[src/rtl/mem_watch_unit.sv]
// Run-control FSM plus data-memory write snooper for CHANNELS watched addresses.
// Optional simulation trace is enabled with `define MEMWATCH_TRACE_EN.
module mem_watch_unit #(
    parameter int ADDR_W   = 10,
    parameter int DATA_W   = 32,
    parameter int CHANNELS = 2,
    parameter int CNT_W    = 16,
    parameter int TIMEOUT  = 100
) (
    input  logic                         clk,
    input  logic                         rst_n,
    input  logic                         start,
    input  logic                         clr,
    input  logic                         halt,
    input  logic [CHANNELS*ADDR_W-1:0]   watch_addr,
    input  logic                         wr_en,
    input  logic [ADDR_W-1:0]            wr_addr,
    input  logic [DATA_W-1:0]            wr_data,
    output logic [CHANNELS*DATA_W-1:0]   ch_value,
    output logic [CHANNELS*CNT_W-1:0]    ch_hits,
    output logic [CHANNELS-1:0]          ch_changed,
    output logic [CNT_W-1:0]             cycle_count,
    output logic [1:0]                   state,
    output logic                         done,
    output logic                         timed_out
);

    typedef enum logic [1:0] {
        S_IDLE    = 2'd0,
        S_RUN     = 2'd1,
        S_DONE    = 2'd2,
        S_TIMEOUT = 2'd3
    } state_t;

    localparam int TO_LAST_I = (TIMEOUT == 0) ? 0 : TIMEOUT - 1;
    localparam logic [CNT_W-1:0] TO_LAST = CNT_W'(TO_LAST_I);
    localparam logic             WDOG_EN = (TIMEOUT != 0);

    state_t           state_q;
    state_t           state_d;
    logic [CNT_W-1:0] cycle_q;

    // start and clr are plain level controls; clr overrides every other input.
    always_comb begin
        state_d = state_q;
        case (state_q)
            S_IDLE:    if (start) state_d = S_RUN;
            S_RUN: begin
                if (halt)
                    state_d = S_DONE;
                else if (WDOG_EN && cycle_q == TO_LAST)
                    state_d = S_TIMEOUT;
            end
            S_DONE:    state_d = S_DONE;
            S_TIMEOUT: state_d = S_TIMEOUT;
            default:   state_d = S_IDLE;
        endcase
        if (clr) state_d = S_IDLE;
    end

    always_ff @(posedge clk or negedge rst_n) begin
        if (!rst_n)
            state_q <= S_IDLE;
        else
            state_q <= state_d;
    end

    always_ff @(posedge clk or negedge rst_n) begin
        if (!rst_n)
            cycle_q <= '0;
        else if (clr)
            cycle_q <= '0;
        else if (state_q == S_RUN && cycle_q != {CNT_W{1'b1}})
            cycle_q <= cycle_q + CNT_W'(1);
    end

    assign cycle_count = cycle_q;
    assign state       = state_q;
    assign done        = (state_q == S_DONE) || (state_q == S_TIMEOUT);
    assign timed_out   = (state_q == S_TIMEOUT);

    for (genvar g = 0; g < CHANNELS; g++) begin : g_ch
        logic [DATA_W-1:0] val_q;
        logic [CNT_W-1:0]  hit_q;
        logic              chg_q;
        logic              match;

        assign match = (state_q == S_RUN) && wr_en &&
                       (wr_addr == watch_addr[g*ADDR_W +: ADDR_W]);

        always_ff @(posedge clk or negedge rst_n) begin
            if (!rst_n) begin
                val_q <= '0;
                hit_q <= '0;
                chg_q <= 1'b0;
            end else if (clr) begin
                val_q <= '0;
                hit_q <= '0;
                chg_q <= 1'b0;
            end else begin
                chg_q <= 1'b0;
                if (match) begin
                    val_q <= wr_data;
                    chg_q <= (wr_data != val_q);
                    if (hit_q != {CNT_W{1'b1}})
                        hit_q <= hit_q + CNT_W'(1);
                end
            end
        end

        assign ch_value[g*DATA_W +: DATA_W] = val_q;
        assign ch_hits[g*CNT_W +: CNT_W]    = hit_q;
        assign ch_changed[g]                = chg_q;

`ifdef MEMWATCH_TRACE_EN
        logic [DATA_W-1:0] old_q;
        always @(posedge clk) begin
            if (rst_n && !clr && match)
                old_q <= val_q;
            if (rst_n && chg_q)
                $display("t=%0t ch=%0d addr=%0d old=%0h new=%0h", $time, g,
                         watch_addr[g*ADDR_W +: ADDR_W], old_q, val_q);
        end
`endif
    end

`ifdef MEMWATCH_TRACE_EN
    // Flag the first cycle spent in DONE/TIMEOUT so the summary shows final values.
    logic entered_q;
    always @(posedge clk) begin
        entered_q <= rst_n && !clr && (state_q == S_RUN) &&
                     (state_d == S_DONE || state_d == S_TIMEOUT);
        if (rst_n && entered_q) begin
            $write("t=%0t memwatch state=%0d cycle_count=%0d", $time, state_q, cycle_q);
            for (int i = 0; i < CHANNELS; i++)
                $write(" ch%0d=%0h", i, ch_value[i*DATA_W +: DATA_W]);
            $display("");
        end
    end
`endif

endmodule

[config.mk]
export PLATFORM = sky130hd
export DESIGN_NAME = mem_watch_unit
export DESIGN_NICKNAME = d
export VERILOG_FILES = /design/src/rtl/mem_watch_unit.sv
export SDC_FILE = /design/constraint.sdc
export NUM_CORES = 1
export LEC_CHECK = 0
export ABC_AREA = 1
export CELL_PAD_IN_SITES_DETAIL_PLACEMENT = 1
export CELL_PAD_IN_SITES_GLOBAL_PLACEMENT = 2
export CORE_ASPECT_RATIO = 0.5
export CORE_UTILIZATION = 29
export CTS_CLUSTER_DIAMETER = 50
export CTS_CLUSTER_SIZE = 14
export DETAILED_ROUTE_END_ITERATION = 12
export PLACE_DENSITY = 0.91
export SLEW_MARGIN = 20
export SYNTH_ARGS = -nofsm -noshare
export SYNTH_HDL_FRONTEND = slang
export SYNTH_SLANG_ARGS = --single-unit
[constraint.sdc]
create_clock -name clk -period 2.3 [get_ports clk]
set_input_delay 0.23 -clock clk [delete_from_list [all_inputs] [get_ports clk]]
set_output_delay 0.23 -clock clk [all_outputs]
set_load 0.05 [all_outputs]
Signal wires on met2:
Drawn at 2 px/um.
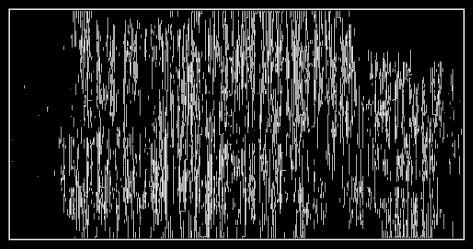
share of all routed wire: 51%
main direction: vertical
longest straight run: 54.7 um
wire length on this layer: 13,500 um
GR Layer Usage met2: 0.371
total number of vias: 7,505
Detailed Route WL: 26.3 mm

==> run_results.csv <==
group,metric,value,unit
critical_path,cp_cell_sequence,"ha_1, nand3_1, nor2_1, nand3_1, nand2_1, nand2_1, clkinv_1, o21ai_0",
final_layout,largest_register_ffs,64,
detailed_routing,drtPass1Iterations,4,
pwr,pg_seq,2.18,mW
outcome,status,"finished, final reports clean",
yosys,synth.area.top_cells,"dfrtp_1 (40%), nand2_1 (19%), nand3_1 (7.6%)",
yosys,synth-simple-area-share,0.401,
cts,cts_setup_buffers,0,
detailed_routing,wl_met3,902,um
placed_design,hpwlAfterDp,19.1,mm
yosys,synth.distinct_cells,34,
floorplan,core_area,24400,um2
final_layout,seq_cells,116,
final_layout,instances_no_fill,1580,
final_layout,fillers,3053,
yosys,fp_nets,1121,
detailed_routing,antenna_left,0,
critical_path,r2r_setup_slack,0.19,ns
critical_path,cp-startpoint,"cycle_count[0]$_DFFE_PN0P_",
cts,clk_latency,0.42,ns
yosys,synthAdderAreaFrac,0.00513,
yosys,synthArstFlopShare,1.00,
yosys,compound_area_frac,0.0205,
cts,cts_root_buf,"clkbuf_16",
cts,postCtsHoldBufs,1,
yosys,synth_warnings,0,
timing,hold_slack,0.319,ns
detailed_routing,met2WireLength,13.5,mm
timing,slew_viol_final,0,
global_routing,grt_pass1_wl,41.5,mm
final_layout,diodes,0,
placed_design,placed_area,9560,um2
critical_path,slowest_stage,"dfrtp_1",
global_routing,grt_usage,0.206,
yosys,ys_ff,116,
detailed_routing,wl_per_cell,16.6,um
final_layout,n_all_inverters,94,
timing,fmax,473,MHz
cts,cts_buffer_depth,2,
final_layout,final_area,10200,um2
pwr,clkPwrFrac,0.468,
critical_path,critPathBufInv,1,
yosys,largest_area_cell,"dfrtp_1",
cts,cts_tree,"yes",
worst_hold_path,hold_class,"input pin to async pin",
final_layout,num-multi-input-gates,800,
timing,tightest_slew,0.815,ns
yosys,synth_cells,1050,
pwr,leakagePower,4.79,nW
yosys,yosys_most_used_dff,"dfrtp_1",
Where the registers sit:
Drawn at 2 px/um. Other sequential cells in the stronger gray, the rest of the logic in the fainter gray.
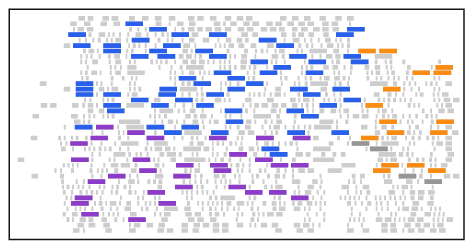
legend:
  orange:
    signal: `cycle_count`
    placed_flops: 16
  purple:
    signal: `g_ch.hit_q`
    placed_flops: 32
  blue:
    signal: `g_ch.val_q`
    placed_flops: 64
not colored: 4
FF+latch area: 2900 um2
fraction of area in registers: 0.285
Core Util, Final: 0.418

Power and IR drop assume default switching activity.
